### src/rtl/axis_width_conv_pkg.sv
// Shared definitions for the AXI-stream width converters.
package axis_width_conv_pkg;

  // Width of the bit_count conservation output.
  localparam int unsigned BIT_COUNT_W = 16;

  // Bits needed to index the R = n/m narrow slots of one wide word.
  function automatic int unsigned slot_cnt_w(input int unsigned n, input int unsigned m);
    return $clog2(n / m);
  endfunction

endpackage

### src/rtl/axis_width_conv_narrow_wide.sv
// Narrow-to-wide stream packer: M-bit beats packed MSB-first into N-bit words.
// A tfirst beat starts a new word and flushes any partial word zero-padded.
module axis_width_conv_narrow_wide
  import axis_width_conv_pkg::*;
#(
  parameter int unsigned N = 8,
  parameter int unsigned M = 4
) (
  input  logic                   clk,
  input  logic                   rst,
  input  logic [M-1:0]           s_axis_tdata,
  input  logic                   s_axis_tfirst,
  input  logic                   s_axis_tvalid,
  output logic                   s_axis_tnext,
  output logic [N-1:0]           m_axis_tdata,
  output logic                   m_axis_tfirst,
  output logic                   m_axis_tvalid,
  input  logic                   m_axis_tnext,
  output logic [BIT_COUNT_W-1:0] bit_count
);

  localparam int unsigned R  = N / M;
  localparam int unsigned CW = slot_cnt_w(N, M);

  if (((N % M) != 0) || ((N / M) < 2)) begin : g_param_check
    $error("axis_width_conv_narrow_wide: N must be a multiple of M with N/M >= 2");
  end

  // One narrow beat as seen on the input side.
  typedef struct packed {
    logic         first;
    logic [M-1:0] data;
  } beat_t;

  beat_t                  beat;
  logic [N-1:0]           acc, acc_nxt;
  logic [CW-1:0]          cnt, cnt_nxt;
  logic                   afirst, afirst_nxt;
  logic [BIT_COUNT_W-1:0] obits, obits_nxt;
  logic [N-1:0]           odata_nxt;
  logic                   ofirst_nxt, ovalid_nxt;
  logic [BIT_COUNT_W-1:0] bit_count_nxt;
  logic                   emit_complete, emit_flush, emit, out_free, take;

  assign beat = '{first: s_axis_tfirst, data: s_axis_tdata};
  assign s_axis_tnext = take;

  // Accept/emit decision and next-state for accumulator and output register.
  // Slots at or above cnt are kept zero, so a flushed word needs no masking.
  always_comb begin
    emit_complete = (cnt == CW'(R - 1)) && !beat.first;
    emit_flush    = beat.first && (cnt != '0);
    emit          = emit_complete || emit_flush;
    out_free      = !m_axis_tvalid || m_axis_tnext;
    take          = !rst && s_axis_tvalid && (out_free || !emit);

    acc_nxt    = acc;
    cnt_nxt    = cnt;
    afirst_nxt = afirst;
    odata_nxt  = m_axis_tdata;
    ofirst_nxt = m_axis_tfirst;
    obits_nxt  = obits;
    ovalid_nxt = m_axis_tvalid && !m_axis_tnext;

    if (take) begin
      if (emit) begin
        ovalid_nxt = 1'b1;
        ofirst_nxt = afirst;
        acc_nxt    = '0;
        if (emit_complete) begin
          odata_nxt        = acc;
          odata_nxt[M-1:0] = beat.data;
          obits_nxt        = BIT_COUNT_W'(N);
          cnt_nxt          = '0;
          afirst_nxt       = 1'b0;
        end else begin
          odata_nxt            = acc;
          obits_nxt            = BIT_COUNT_W'(cnt) * BIT_COUNT_W'(M);
          acc_nxt[N-1 -: M]    = beat.data;
          cnt_nxt              = CW'(1);
          afirst_nxt           = 1'b1;
        end
      end else begin
        if (cnt == '0) begin
          acc_nxt    = '0;
          afirst_nxt = beat.first;
        end
        for (int unsigned i = 0; i < R; i++) begin
          if (cnt == CW'(i)) begin
            acc_nxt[N-1-i*M -: M] = beat.data;
          end
        end
        cnt_nxt = cnt + CW'(1);
      end
    end

    bit_count_nxt = BIT_COUNT_W'(cnt_nxt) * BIT_COUNT_W'(M)
                  + (ovalid_nxt ? obits_nxt : '0);
  end

  // State registers; reset discards any partial word and the held output.
  always_ff @(posedge clk or posedge rst) begin
    if (rst) begin
      acc           <= '0;
      cnt           <= '0;
      afirst        <= 1'b0;
      obits         <= '0;
      m_axis_tdata  <= '0;
      m_axis_tfirst <= 1'b0;
      m_axis_tvalid <= 1'b0;
      bit_count     <= '0;
    end else begin
      acc           <= acc_nxt;
      cnt           <= cnt_nxt;
      afirst        <= afirst_nxt;
      obits         <= obits_nxt;
      m_axis_tdata  <= odata_nxt;
      m_axis_tfirst <= ofirst_nxt;
      m_axis_tvalid <= ovalid_nxt;
      bit_count     <= bit_count_nxt;
    end
  end

endmodule

### config.mk
export PLATFORM = sky130hd
export DESIGN_NAME = axis_width_conv_narrow_wide
export DESIGN_NICKNAME = d
export VERILOG_FILES = /design/src/rtl/axis_width_conv_pkg.sv /design/src/rtl/axis_width_conv_narrow_wide.sv
export SDC_FILE = /design/constraint.sdc
export NUM_CORES = 1
export LEC_CHECK = 0
export CAP_MARGIN = 20
export CORE_ASPECT_RATIO = 1.75
export CORE_MARGIN = 3
export CORE_UTILIZATION = 45
export DETAILED_ROUTE_END_ITERATION = 12
export GPL_TIMING_DRIVEN = 1
export PLACE_DENSITY = 0.74
export SYNTH_ARGS = -nofsm -noshare
export SYNTH_HDL_FRONTEND = slang
export SYNTH_SLANG_ARGS = --single-unit
### constraint.sdc
create_clock -name clk -period 2.6 [get_ports clk]
set_clock_uncertainty 0.2 [all_clocks]
set_input_delay 0.52 -clock clk [delete_from_list [all_inputs] [get_ports clk]]
set_output_delay 0.52 -clock clk [all_outputs]
set_load 0.01 [all_outputs]
**Run 1: routed clock nets over the placement**

Drawn at 6 px/um.
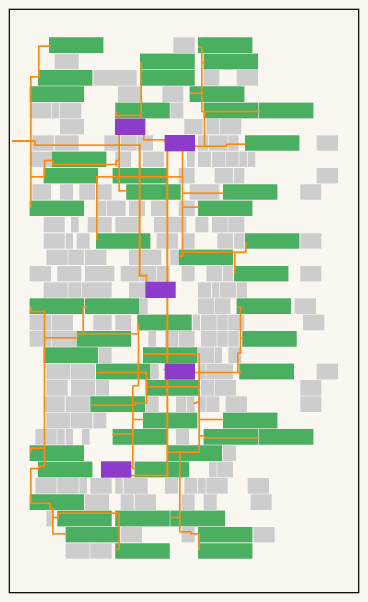
Key: orange = clock wires [length 560 um]; purple = cells driving clock nets [count 5]; green = flip-flops [count 52]
There are 6 routed clock nets.
portion of total power attributed to the clock network: 26.5%
Clock group: 466 uW
clock latency at the later pin of the worst-skew pair: 0.30 ns

**Run 1: nets reached from selected ports**

Drawn at 4 px/um.
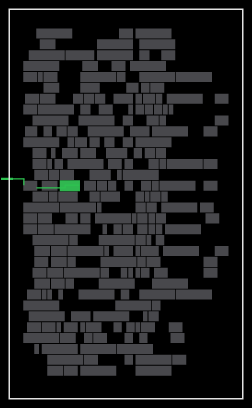
Key: green = s_axis_tvalid [bits 1, direction input, end cells 1, wire 15.8 um]
Top Ports: 36
quantity of I/O buffers inserted on ports: 35

**Run 1: the metal 2 layer**

Drawn at 6 px/um.
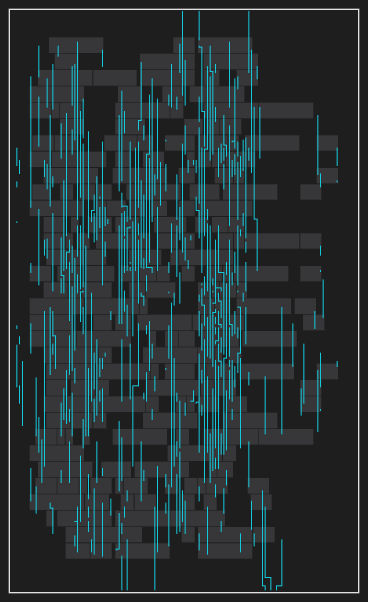
209 nets have wire on it. The layer holds 57% of the routed length. The wires run mostly vertical.
global-route met2 utilization: 27.4%
overall routed net length: 4060 um
DR vias: 1,456

==> changes_impl.md, run 1 <==
### Physical design

- Global route overflow: 0
- Post-layout instance count excluding filler cells: 275
- Detailed Route Iter0 Violations: 25
- Setup repair after global routing missed its margin: false
- Synth Seq Share: 61.1%
- Final tally of hold violations: 0
- Commonest cells after routing, fill and taps aside: dfrtp_1 (52), clkdlybuf4s50_1 (34), buf_4 (16)
- YS chip area: 2130 um^2
- Crit Path Category: in2reg
- Arrival time of the worst setup path: 2.52 ns
- Clock-pin slew of the registers on the worst-case setup and hold paths: 0.09 ns
- Final non-filler cell area: 2770 um^2
- Synthesis-to-finish area growth: 30.0%
- Global-route wire length before repair: 6640 um
- Post-cts repair resize count: 4
- Clock sink count: 52
- # setup viols final: 0
- Outcome: complete, no violations
- Initial antenna violation count: 0
- Post-synthesis share of cell area spent on full adders, half adders and majority gates: 1.18%
- Tally of yosys warning messages: 0
- Pre-antenna DRT Iters: 4
- Final period utilization: 95.8%
- Total standard cell area after synthesis: 2130 um^2
- Worst Setup End Kind: flip-flop
- Final Max-Slew Violation Tally: 0
- Crit path max fanout: 7
- Fraction of layout cells with a size suffix above 1: 23.2%
- Dominant kind of combinational cell: simple AND/OR/NAND/NOR gates
- Max Cap Viol: 0
- Xor+xnor area frac: 1.23%
- Cell at the root of the clock tree: clkbuf_8
- Worst min-delay path category: reg2reg
- Final HPWL from detailed placement: 2960 um
- Placed cells: 267
- Detailed-route DRC error count: 0
- Accumulated negative setup slack: 0 ns
- Util after Layout: 61.7%
- Cells after Synth: 171
- Number of standard-cell rows in the floorplan: 32
- Post-Place Cell Area: 2640 um^2
- Final critical path time including I/O delays and setup: 2.49 ns
- Top achievable clock speed: 402 MHz
- Post-CTS Setup Bufs: 0
- Worst hold slack across all endpoints: 0.286 ns
- Number of antenna repair diodes: 0
- Synthesized area per cell: 12.4 um^2
- CTS tree: yes
- Number of OpenROAD warnings: 26
- Total power of the final layout: 1.76 mW
- Most instantiated logic cell after routing: dfrtp_1
- Power per unit of standard cell area: 636 nW/um^2
- FP Core Util: 47.5%
- TritonCTS buffer count: 5
- Cell depth of the worst flop-to-flop path: 7
- Final weighted congestion in routability-driven placement: 0.763
- Number of nets at the end of the flow: 234
- Worst IR Drop VDD: 0.477 mV
- Worst setup slack after placement: -0.333 ns
- Via/cell ratio: 5.29
- Yosys Instances: 171
- Data required time of the worst path: 2.63 ns
- Mean routed wirelength per cell: 14.8 um
- Post-synth net total: 182
- Transition time at the pin with the least slew margin: 0.356 ns
- Number of instances on the worst hold path: 1
- Critical path startpoint category: input pin
- Post-synthesis sequential element count: 52
- Area leader, netlist: dfrtp_1
- Portion of netlist area occupied by mux cells: 11.7%
- Final ANT Viol Nets: 0
- Die width: 58.0 um
- Basic-gate share of the synthesized area counting and, or, nand and nor cells: 16.1%
- Yosys top cell area share: 61.1%
- Die area: 5620 um^2
- Normalized max-slew margin: 76.0%
- Via count of the first global-routing pass: 1,478
- Cell types occupying the most area after synthesis: dfrtp_1 (61%), mux2_2 (7.9%), and2_1 (4.1%)
- Max H-tree Level: 2
- Distinct cell type count of the synthesized netlist: 33
- Final setup slack of the worst path: 0.110 ns
- Buffer levels on the longest clock path: 2
- Vertical extent of the die: 97.0 um
- Static Leakage: 1.24 nW
- GRT Total Usage: 15.3%
- Maximum number of pins on one net before global-route repair: 48
- Number of buffers inserted by hold repair at cts: 0
- Placeable core region: 4480 um^2
- Compound-cell area share of the yosys netlist: 5.00%
run 1: cells by family (layout without fill, tap and decap cells):
logic type,after synthesis,count (layout)
AOI/OAI and AO/OA,16,16
and+or+nand+nor,60,60
buffers and inverters,15,68
xor gates and xnor gates,3,3
muxes,23,23
DFF,52,52
adders and majority gates,2,2
run 1: synth_stat cells, drive strengths merged:
cell type,number
dfrtp,52
and2,15
mux2,15
nand2,13
inv,8
mux2i,8
nor2b,7
nand3,6
a21oi,5
nand2b,5
buf,4
o31ai,4
or4,4
clkbuf,3
nor2,3
nor4,3
ha,2
o21a,2
xnor2,2
a21boi,1
a22o,1
and3,1
nand4,1
nor3,1
o21ai,1
o22a,1
o22ai,1
or3,1
xor2,1
run 1: area by class of cell:
cell class | instances | area, um^2
Inverter | 8 | 30.0
Sequential cell | 52 | 1300
Fill cell | 360 | 1720
Clock inverter | 1 | 7.51
Timing Repair Buffer | 52 | 489
Clock buffer | 7 | 86.3
Multi-Input combinational cell | 104 | 790
Tap cell | 51 | 63.8
run 1: critical path, stage by stage:
cell and delay (ns):
clkdlybuf4s50_1 0.50, nand2b_4 0.15, and3_4 0.19, a22o_1 0.12
ha_2 0.18, ha_2 0.18, nand2_2 0.09, or4_1 0.41
a21oi_1 0.16
run 1: final timing paths:
kind                                         to  slack [ns]     startpoint
worst min register to register         obits[1]        0.29       obits[1]
worst max register to register    bit_count[12]        0.39  m_axis_tvalid
worst min-delay path                   obits[1]        0.29       obits[1]
min in group asynchronous       m_axis_tdata[3]        0.42            rst
worst max-delay path              bit_count[12]        0.11   m_axis_tnext
max in group asynchronous         bit_count[13]        1.33            rst
run 1: layer usage:
layer	part of all wire (%)	wire, um	vias up	GRT usage (%)
li1	-	-	683	-
met1	36	1480	717	16.7
met2	57	2310	46	27.4
met3	3.6	147	10	2.14
met4	3.1	125	0	7.86
met5	0	0	-	0
run 1: registers in the layout, indices dropped and copies added (netlist names):
signal	cells
acc	8
m_axis_tfirst	1
bit_count	16
m_axis_tvalid	1
m_axis_tdata	8
cnt	1
obits	16
afirst	1
run 1: where the power goes:
part / switching [mW] / internal (mW) / leakage [nW]
clock: 0.250 / 0.217 / 0.0445
sequential: 0.0487 / 0.893 / 0.693
combinational: 0.145 / 0.208 / 0.503
total: 0.444 / 1.32 / 1.24
==> run 1 -> run 2 <==
--- a/config.mk
+++ b/config.mk
@@ -8,10 +8,10 @@
 export CAP_MARGIN = 20
 export CORE_ASPECT_RATIO = 1.75
 export CORE_MARGIN = 3
-export CORE_UTILIZATION = 45
+export CORE_UTILIZATION = 25
 export DETAILED_ROUTE_END_ITERATION = 12
 export GPL_TIMING_DRIVEN = 1
-export PLACE_DENSITY = 0.74
+export PLACE_DENSITY = 0.49
 export SYNTH_ARGS = -nofsm -noshare
 export SYNTH_HDL_FRONTEND = slang
 export SYNTH_SLANG_ARGS = --single-unit
**Run 2: clock nets**

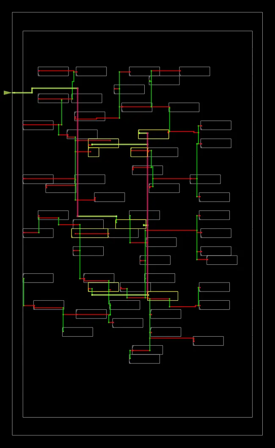
clock latency at the later pin of the worst-skew pair: 0.29 ns
TritonCTS buffer count: 5

==> run 2 against run 1 <==
Clock power increased by 67%; wire length increased by 7.2%; global-route usage decreased by 5.6 points; die size increased by 72%; combinational power about the same; hold slack got worse by 0.014 ns.
==> changes_impl.md, run 2 <==
### Physical design

- Worst setup slack after placement: -0.337 ns (was -0.333 ns)
- Switching power: 488 uW (was 444 uW)
- Critical path buffer and inverter count: 2 (was 1)
- Arrival time of the worst setup path: 2.55 ns (was 2.52 ns)
- Post-synthesis sequential element count: 52 (unchanged)
- Cell repeated most along the worst path: ha_2 (unchanged)
- Setup repair after global routing missed its margin: true (was false)
- Number of OpenROAD warnings: 27 (was 26)
- Number of antenna repair diodes: 0 (unchanged)
- Dominant register cell in the synthesized netlist: dfrtp_1 (unchanged)
- Min-delay src: obits[1] (unchanged)
- Quantity of I/O buffers inserted on ports: 35 (unchanged)
- Global route overflow: 0 (unchanged)
- Post-layout instance count excluding filler cells: 340 (was 275)
- Flip-flops with a built-in enable: 0 (unchanged)
- FP Core Util: 26.2% (was 47.5%)
- Tally of yosys warning messages: 0 (unchanged)
- Distinct cell type count of the synthesized netlist: 33 (unchanged)
- Final ANT Viol Nets: 0 (unchanged)
- Final period utilization: 97.3% (was 95.8%)
- Top Ports: 36 (unchanged)
- Via count of the first global-routing pass: 1,428 (was 1,478)
- Post-synth net total: 182 (unchanged)
- Clock sink count: 52 (unchanged)
- Power per unit of standard cell area: 704 nW/um^2 (was 636 nW/um^2)
- Crit Path Category: in2reg (unchanged)
- Pre-antenna DRT Iters: 6 (was 4)
- Placeable core region: 8120 um^2 (was 4480 um^2)
- Area leader, netlist: dfrtp_1 (unchanged)
- Cell at the root of the clock tree: clkbuf_16 (was clkbuf_8)
- Most instantiated logic cell after routing: dfrtp_1 (unchanged)
- Synthesized area per cell: 12.4 um^2 (unchanged)
- Yosys top cell area share: 61.1% (unchanged)
- Data required time of the worst path: 2.62 ns (was 2.63 ns)
- Clock-pin slew of the registers on the worst-case setup and hold paths: 0.07 ns (was 0.09 ns)
- Final Max-Slew Violation Tally: 0 (unchanged)
- Synthesis-to-finish area growth: 38.0% (was 30.0%)
- Mean routed wirelength per cell: 12.8 um (was 14.8 um)
- Util after Layout: 36.2% (was 61.7%)
- Worst min-delay path category: reg2reg (unchanged)
- Static Leakage: 1.31 nW (was 1.24 nW)
- Combinational share of power: 17.0% (was 20.1%)
- Total standard cell area after synthesis: 2130 um^2 (unchanged)
- Fraction of layout cells with a size suffix above 1: 24.6% (was 23.2%)
- Top cell type by instance count after synthesis: dfrtp_1 (unchanged)
- Outcome: complete, no violations (unchanged)
- Overall routed net length: 4360 um (was 4060 um)
- Final HPWL from detailed placement: 3190 um (was 2960 um)
- Die width: 75.7 um (was 58.0 um)
- Max H-tree Level: 2 (unchanged)
- YS chip area: 2130 um^2 (unchanged)
- Commonest cells after routing, fill and taps aside: dfrtp_1 (52), clkdlybuf4s50_1 (34), buf_4 (21) (was dfrtp_1 (52), clkdlybuf4s50_1 (34), buf_4 (16))
- Cell at the slowest stage of the critical path: clkdlybuf4s50_1 (unchanged)
- Launch point of the critical path: s_axis_tvalid (was m_axis_tnext)
- Placed cells: 331 (was 267)
- Final critical path time including I/O delays and setup: 2.53 ns (was 2.49 ns)
- Normalized max-slew margin: 69.5% (was 76.0%)
- Commonest cells in the netlist: dfrtp_1 (52), mux2_2 (15), and2_1 (14), nand2_1 (13) (unchanged)
- Detailed-route DRC error count: 0 (unchanged)
- Number of nets at the end of the flow: 238 (was 234)
- Initial antenna violation count: 0 (unchanged)
- GRT Total Usage: 9.64% (was 15.3%)
- Sw Ratio: 23.6% (was 25.2%)
- Detailed Route Iter0 Violations: 41 (was 25)
- Final non-filler cell area: 2940 um^2 (was 2770 um^2)
- Total power of the final layout: 2.07 mW (was 1.76 mW)
- Top achievable clock speed: 395 MHz (was 402 MHz)
- Largest delay share family, worst path: simple AND/OR/NAND/NOR gates (unchanged)
- Ys async rst share: 100% (unchanged)
- Worst Setup End Kind: flip-flop (unchanged)
- Maximum number of pins on one net before global-route repair: 23 (was 48)
- Count of fill cells added during filler insertion: 830 (was 360)
- Die area: 9700 um^2 (was 5620 um^2)
- Via/cell ratio: 4.16 (was 5.29)
- Crit path max fanout: 7 (unchanged)
- Transition time at the pin with the least slew margin: 0.456 ns (was 0.356 ns)
- DR vias: 1,416 (was 1,456)
- Synth Seq Share: 61.1% (unchanged)
- Critical R2R Launch: m_axis_tvalid (unchanged)
- Largest registers ranked by flip-flop count: bit_count x16, obits x16 (unchanged)
**Run 2: routed clock nets over the placement**

Drawn at 4 px/um.
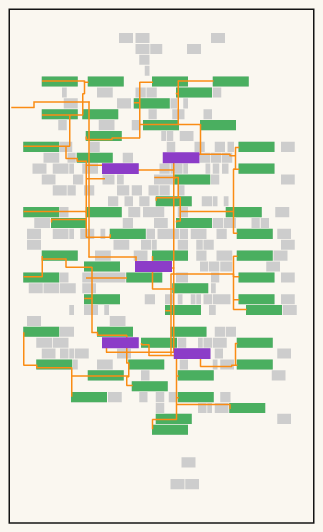
Key: green = flip-flops [count 52]; orange = clock wires [length 704 um]; purple = cells driving clock nets [count 5]
There are 6 routed clock nets.
Clock group: 779 uW
portion of total power attributed to the clock network: 37.7%

==> run 2: cell counts after synthesis <==
Identical to the previous run, type by type.
==> run 2: final timing paths <==
path                       slack (ns)  depth (start not counted)       endpoint
min in group asynchronous        0.51                          3            cnt
hold reg to reg                  0.27                          1   bit_count[1]
setup reg to reg                 0.44                          7  bit_count[10]
max in group asynchronous        1.08                          4  bit_count[13]
setup / recovery                 0.07                         10  bit_count[10]
hold / removal                   0.27                          1   bit_count[1]
==> run 2: cell type report <==
type	count	area [um^2]	area share [%]
repair buffers	56	507	17.2
inverters	8	30.0	1.02
multi-input cells	104	782	26.6
flip-flops and latches	52	1300	44.3
clock inverters	2	38.8	1.32
well taps	112	140	4.77
clock buffers	6	139	4.73
==> run 2: kinds of logic after synthesis <==
group	synth area share, %
flops	61.1
buf+inv	3.64
simple gates	16.1
compound gates	5.00
fa+ha+maj	1.18
mux	11.7
xor+xnor	1.23
==> run 2: metal layers <==
layer  vias up  routed length [um]  track usage [%]
met5         -                   0                0
met4         0                  87             4.02
met3         6                 178             2.35
met2        36                2270             15.9
met1       685                1820             11.6
li1        689                   -                -
==> run 2: worst register-to-register path, cell delays in order (launching register included) <==
cell and delay (ns):
dfrtp_1 0.36, nor2b_1 0.31, a22o_1 0.20, ha_2 0.18, ha_2 0.21, nand2_4 0.08, or4_1 0.43, a21oi_2 0.14
==> run 2: power groups by stage <==
stage | clock [mW] | combinational [mW] | sequential [mW]
CTS | 0.800 | 0.356 | 0.940
detailed placement | 0 | 0.354 | 0.956
floorplan | 0 | 0.137 | 0.974
global route | 0.827 | 0.385 | 0.949
finish | 0.779 | 0.352 | 0.938
global placement | 0 | 0.353 | 0.953
==> run 2: what timing repair did <==
action | 4_1_cts | 5_1_grt
setup buffers | 0 | 1
pin swaps | 0 | 2
hold buffers | 0 | 0
resized | 5 | 6
endpoints found under the setup margin | 4 | 8
endpoints found under the hold margin | 0 | 0
No activity file was given, so power comes from the tool's default toggle rates.
